[src/rtl/cdr_pattern_tx.sv]
`default_nettype none
// ============================================================================
// Module   : cdr_pattern_tx
// Purpose  : Serial NRZ test-pattern transmitter for exercising an on-chip
//            ADPLL/CDR. Sends framed bursts: an alternating 1010.. preamble
//            for lock acquisition, then a payload (PRBS7, clock pattern or a
//            repeated user byte). Bit rate = clk / (bit_div + 1).
// Ports    : clk           clock, rising edge
//            rst           synchronous active-high reset
//            i_en          1 = run, 0 = freeze everything (outputs hold)
//            i_start       frame request, accepted only in IDLE with i_en=1
//            i_mode        00/11 PRBS7, 01 clock pattern, 10 user byte
//            i_bit_div     clocks per bit minus 1 (latched at start)
//            i_user_byte   payload byte for mode 10, MSB first (latched)
//            o_tx_data     serial NRZ output, idle low
//            o_bit_strobe  pulse on the first clock of each bit
//            o_busy        high while bits are being sent
//            o_frame_done  pulse in the cycle busy falls
// Options  : CDR_TX_CRC_EN - append CRC-8 (poly 0x07, init 0x00) over the
//            payload bits, MSB first, after the payload.
// Revision : 1.0 - initial release
// ============================================================================
module cdr_pattern_tx #(
  parameter int         DIV_W        = 8,
  parameter int         PREAMBLE_LEN = 16,
  parameter int         FRAME_LEN    = 64,
  parameter logic [6:0] SEED         = 7'h7F
) (
  input  logic             clk,
  input  logic             rst,
  input  logic             i_en,
  input  logic             i_start,
  input  logic [1:0]       i_mode,
  input  logic [DIV_W-1:0] i_bit_div,
  input  logic [7:0]       i_user_byte,
  output logic             o_tx_data,
  output logic             o_bit_strobe,
  output logic             o_busy,
  output logic             o_frame_done
);

  // An all-zero seed would lock the LFSR, so it is replaced by 1.
  localparam logic [6:0] c_SEED   = (SEED == 7'h00) ? 7'h01 : SEED;
  localparam int         c_MAXLEN = (PREAMBLE_LEN > FRAME_LEN) ? PREAMBLE_LEN : FRAME_LEN;
  localparam int         c_CNT_W  = $clog2(c_MAXLEN);

  localparam logic [2:0] c_S_IDLE = 3'd0;
  localparam logic [2:0] c_S_PRE  = 3'd1;
  localparam logic [2:0] c_S_PAY  = 3'd2;
`ifdef CDR_TX_CRC_EN
  localparam logic [2:0] c_S_CRC  = 3'd3;
`endif
  localparam logic [2:0] c_S_DONE = 3'd4;

  logic [2:0]         r_state;
  logic [DIV_W-1:0]   r_timer;
  logic [DIV_W-1:0]   r_div;
  logic [c_CNT_W-1:0] r_bitcnt;   // index of the current bit within its state
  logic [1:0]         r_mode;
  logic [7:0]         r_ubyte;
  logic [6:0]         r_lfsr;
  logic               r_tx;
  logic               r_strobe;
  logic               r_busy;
  logic               r_done;

  logic               w_wrap;
  logic [6:0]         w_lfsr_next;
  logic [2:0]         w_nidx3;
  logic               w_pay_next;   // payload bit following the current one
  logic               w_pay_first;  // first payload bit, sent after the preamble

  assign w_wrap      = (r_timer == r_div);
  assign w_lfsr_next = {r_lfsr[5:0], r_lfsr[6] ^ r_lfsr[5]};
  assign w_nidx3     = r_bitcnt[2:0] + 3'd1;

  always_comb begin
    w_pay_next  = w_lfsr_next[6];
    w_pay_first = r_lfsr[6];
    case (r_mode)
      2'b01: begin
        w_pay_next  = ~w_nidx3[0];
        w_pay_first = 1'b1;
      end
      2'b10: begin
        w_pay_next  = r_ubyte[3'd7 - w_nidx3];
        w_pay_first = r_ubyte[7];
      end
      default: ;
    endcase
  end

`ifdef CDR_TX_CRC_EN
  logic [7:0] r_crc;
  logic [7:0] w_crc_next;
  // Serial CRC-8 step over the bit currently on the line.
  assign w_crc_next = {r_crc[6:0], 1'b0} ^ ((r_crc[7] ^ r_tx) ? 8'h07 : 8'h00);
`endif

  always_ff @(posedge clk) begin
    if (rst) begin
      r_state  <= c_S_IDLE;
      r_timer  <= '0;
      r_div    <= '0;
      r_bitcnt <= '0;
      r_mode   <= 2'b00;
      r_ubyte  <= 8'h00;
      r_lfsr   <= c_SEED;
      r_tx     <= 1'b0;
      r_strobe <= 1'b0;
      r_busy   <= 1'b0;
      r_done   <= 1'b0;
`ifdef CDR_TX_CRC_EN
      r_crc    <= 8'h00;
`endif
    end else if (i_en) begin
      if (r_state == c_S_IDLE) begin
        r_done   <= 1'b0;
        r_strobe <= 1'b0;
        if (i_start) begin
          r_mode   <= i_mode;
          r_div    <= i_bit_div;
          r_ubyte  <= i_user_byte;
          r_lfsr   <= c_SEED;
          r_timer  <= '0;
          r_bitcnt <= '0;
          r_state  <= c_S_PRE;
          r_busy   <= 1'b1;
          r_tx     <= 1'b1;
          r_strobe <= 1'b1;
`ifdef CDR_TX_CRC_EN
          r_crc    <= 8'h00;
`endif
        end
      end else if (r_state == c_S_DONE) begin
        r_state <= c_S_IDLE;
        r_done  <= 1'b0;
      end else if (!w_wrap) begin
        r_timer  <= r_timer + DIV_W'(1);
        r_strobe <= 1'b0;
      end else begin
        // Bit period ends: present the next bit on the following clock.
        r_timer  <= '0;
        r_strobe <= 1'b1;
        r_bitcnt <= r_bitcnt + c_CNT_W'(1);
        case (r_state)
          c_S_PRE: begin
            if (r_bitcnt == c_CNT_W'(PREAMBLE_LEN - 1)) begin
              r_state  <= c_S_PAY;
              r_bitcnt <= '0;
              r_tx     <= w_pay_first;
            end else begin
              r_tx <= r_bitcnt[0];  // next index even -> 1, odd -> 0
            end
          end
          c_S_PAY: begin
            r_lfsr <= w_lfsr_next;
`ifdef CDR_TX_CRC_EN
            r_crc  <= w_crc_next;
            if (r_bitcnt == c_CNT_W'(FRAME_LEN - 1)) begin
              r_state  <= c_S_CRC;
              r_bitcnt <= '0;
              r_tx     <= w_crc_next[7];
            end else begin
              r_tx <= w_pay_next;
            end
`else
            if (r_bitcnt == c_CNT_W'(FRAME_LEN - 1)) begin
              r_state  <= c_S_DONE;
              r_bitcnt <= '0;
              r_busy   <= 1'b0;
              r_tx     <= 1'b0;
              r_strobe <= 1'b0;
              r_done   <= 1'b1;
            end else begin
              r_tx <= w_pay_next;
            end
`endif
          end
`ifdef CDR_TX_CRC_EN
          c_S_CRC: begin
            r_crc <= {r_crc[6:0], 1'b0};
            if (r_bitcnt == c_CNT_W'(7)) begin
              r_state  <= c_S_DONE;
              r_bitcnt <= '0;
              r_busy   <= 1'b0;
              r_tx     <= 1'b0;
              r_strobe <= 1'b0;
              r_done   <= 1'b1;
            end else begin
              r_tx <= r_crc[6];
            end
          end
`endif
          default: begin
            // Unreachable encodings recover to IDLE.
            r_state  <= c_S_IDLE;
            r_busy   <= 1'b0;
            r_tx     <= 1'b0;
            r_strobe <= 1'b0;
          end
        endcase
      end
    end
  end

  assign o_tx_data    = r_tx;
  assign o_bit_strobe = r_strobe;
  assign o_busy       = r_busy;
  assign o_frame_done = r_done;

endmodule
`default_nettype wire

[config.mk]
export PLATFORM = sky130hd
export DESIGN_NAME = cdr_pattern_tx
export DESIGN_NICKNAME = d
export VERILOG_FILES = /design/src/rtl/cdr_pattern_tx.sv
export SDC_FILE = /design/constraint.sdc
export NUM_CORES = 1
export LEC_CHECK = 0
export ABC_AREA = 1
export CAP_MARGIN = 20
export CORE_UTILIZATION = 55
export CTS_BUF_LIST = sky130_fd_sc_hd__clkbuf_4 sky130_fd_sc_hd__clkbuf_8
export DETAILED_ROUTE_END_ITERATION = 8
export PLACE_DENSITY = 0.87
export SYNTH_ARGS = -nofsm -noshare
export SYNTH_HDL_FRONTEND = slang
export SYNTH_SLANG_ARGS = --single-unit
[constraint.sdc]
create_clock -name clk -period 2.6 [get_ports clk]
set_clock_uncertainty 0.15 [all_clocks]
set_input_delay 0.39 -clock clk [delete_from_list [all_inputs] [get_ports clk]]
set_output_delay 0.39 -clock clk [all_outputs]
set_load 0.005 [all_outputs]
==> flow_summary.toml <==
# flow metrics
[cts]
cts_root_buffer = "clkbuf_8"
cts.hold.buffers_added = 0

[finish]
drive_above_1_share_pct = 7.65
n_fill_cell = 380
final_nets = 417

[setup_path]
crit_family = "simple AND/OR/NAND/NOR gates"
cp.required_ns = 2.69
slowest_delay_ns = 0.53
crit_type = "flip-flop to flip-flop"
start_kind = "flip-flop"
worst-path-buf-inv = 1

[power]
total_power_uw = 2700

[synthesis]
ff_type = "dfxtp_1"
syn_area_per_cell_sq_um = 6.65
synth-async-reset-ratio_pct = 0
netlist_area_sq_mm = 0.00245
floorplan.nets = 394

[global_routing]
grt_pass1_vias = 2117
overflow = 0

[final_timing]
drv_slew = 0
rsz0062_at_grt = "no"
finalHoldViolCount = 0
post-route-period-util_pct = 80.2

[floorplanning]
die_x_um = 68.7
dieArea_sq_mm = 0.00472

[detailed_routing]
wire_per_inst_um = 11.6
drt_iter0_markers = 156

[flow_run]
cap_violations = 0

[run_status]
outcome = "finished, final reports clean"
## power by group
group	internal [uW]	switching, uW
sequential	879	132
clock	225	231
combinational	441	795
## cell families after synthesis
kind of cell / after synthesis / synth area share [%]
compound gates: 63 / 13.2
xor+xnor: 8 / 2.86
fa+ha+maj: 4 / 2.05
buf+inv: 67 / 10.8
flops: 46 / 37.6
simple gates: 180 / 33.5
## flip-flops by register name, summed over array words and instances, names as in the netlist
name and flops:
o_bit_strobe 1, o_busy 1, o_frame_done 1, o_tx_data 1
r_bitcnt 6, r_div 8, r_lfsr 7, r_mode 2
r_state 3, r_timer 8, r_ubyte 8
## per-layer routing
layer | vias up | global-route usage (%) | wire length, um
met5 | - | 0 | 0
met4 | 0 | 8.67 | 71
met3 | 7 | 4.61 | 275
met2 | 71 | 43.3 | 2380
met1 | 1057 | 31.0 | 2400
li1 | 1228 | - | -
## area by class of cell
class,count,area (sq um),area share (%)
inverter,56,210,7.43
timing repair buffer,27,278,9.82
clock buffer,7,90.1,3.19
tap,50,62.6,2.21
multi-input combinational,255,1260,44.6
clock inverter,1,5.00,0.177
sequential,46,921,32.6
## worst reg2reg max path, stage by stage (launching register included)
cell and delay [ns]:
dfxtp_1 0.53, ha_1 0.25, nand3_1 0.16, nor2_1 0.28, nor2_1 0.11, nor2_1 0.19
nand3_2 0.15, nand2_1 0.08, inv_1 0.04, nor2_1 0.09
## cells in the final DEF (no fill, tap or decap), types with 2 or more instances in the layout
master	n
nor3_1	3
a21oi_1	28
nor2_4	2
or2_2	6
xor2_1	4
ha_1	4
o21ai_0	26
o21ai_1	6
inv_2	4
nor2_1	34
inv_1	52
o211ai_1	2
nand3_1	30
nand4_1	12
nand2_1	84
clkdlybuf4s50_1	25
nand2_2	3
nand3_2	4
xnor2_1	4
clkbuf_8	6
dfxtp_1	46
## path summary, 6_finish.rpt
check               from    endpoint  slack, ns  cells after the start
max          r_bitcnt[0]  r_state[2]       0.52                      9
min           r_ubyte[6]  r_ubyte[6]       0.29                      2
max reg2reg  r_bitcnt[0]  r_state[2]       0.52                      9
min reg2reg   r_ubyte[6]  r_ubyte[6]       0.29                      2
## per-stage QoR
step	cell area, sq um	util (%)	instances
after detailed placement	2730	65.9	434
after global routing	2830	68.2	442
after global placement	2730	65.9	434
after CTS	2830	68.2	442
after floorplan	2450	-	368
final	2830	68.2	442
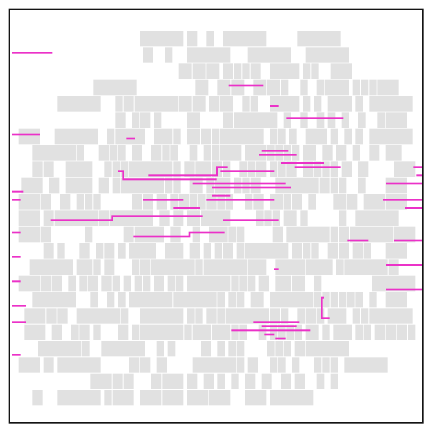
Fig. 1. Met3 routing.
Drawn at 6 px/um. Cells faint in the background.
longest straight run: 15.4 um
main direction: horizontal
nets with wire on the layer: 40
Vias: 2,363
Routed WL: 5130 um

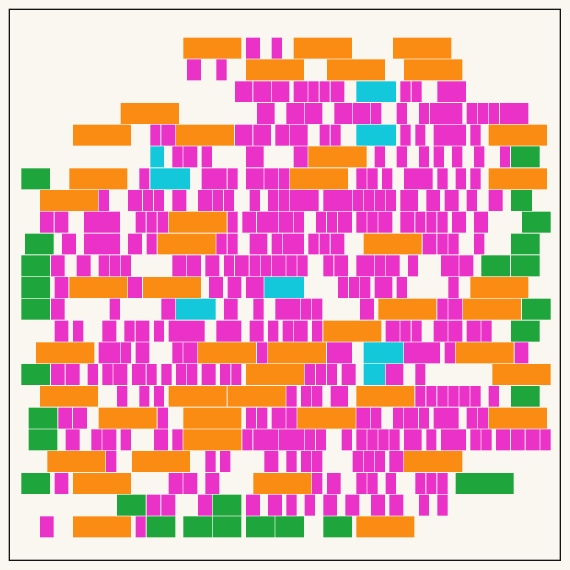
Fig. 2. Cell classes on the final placement.
Drawn at 8 px/um.
| colour | class | cells | share of their area |
|---|---|---|---|
| magenta | combinational and other logic | 311 | 53% |
| green | remaining buffers and delay cells | 27 | 10% |
| cyan | clock drivers and dummy loads | 8 | 3.4% |
| orange | sequential cells | 46 | 33% |
Design Area, Final: 0.00283 sq mm
row cnt: 23
Util after Layout: 68.2%
Seq/total area: 32.6%

No activity file was given, so power comes from the tool's default toggle rates.
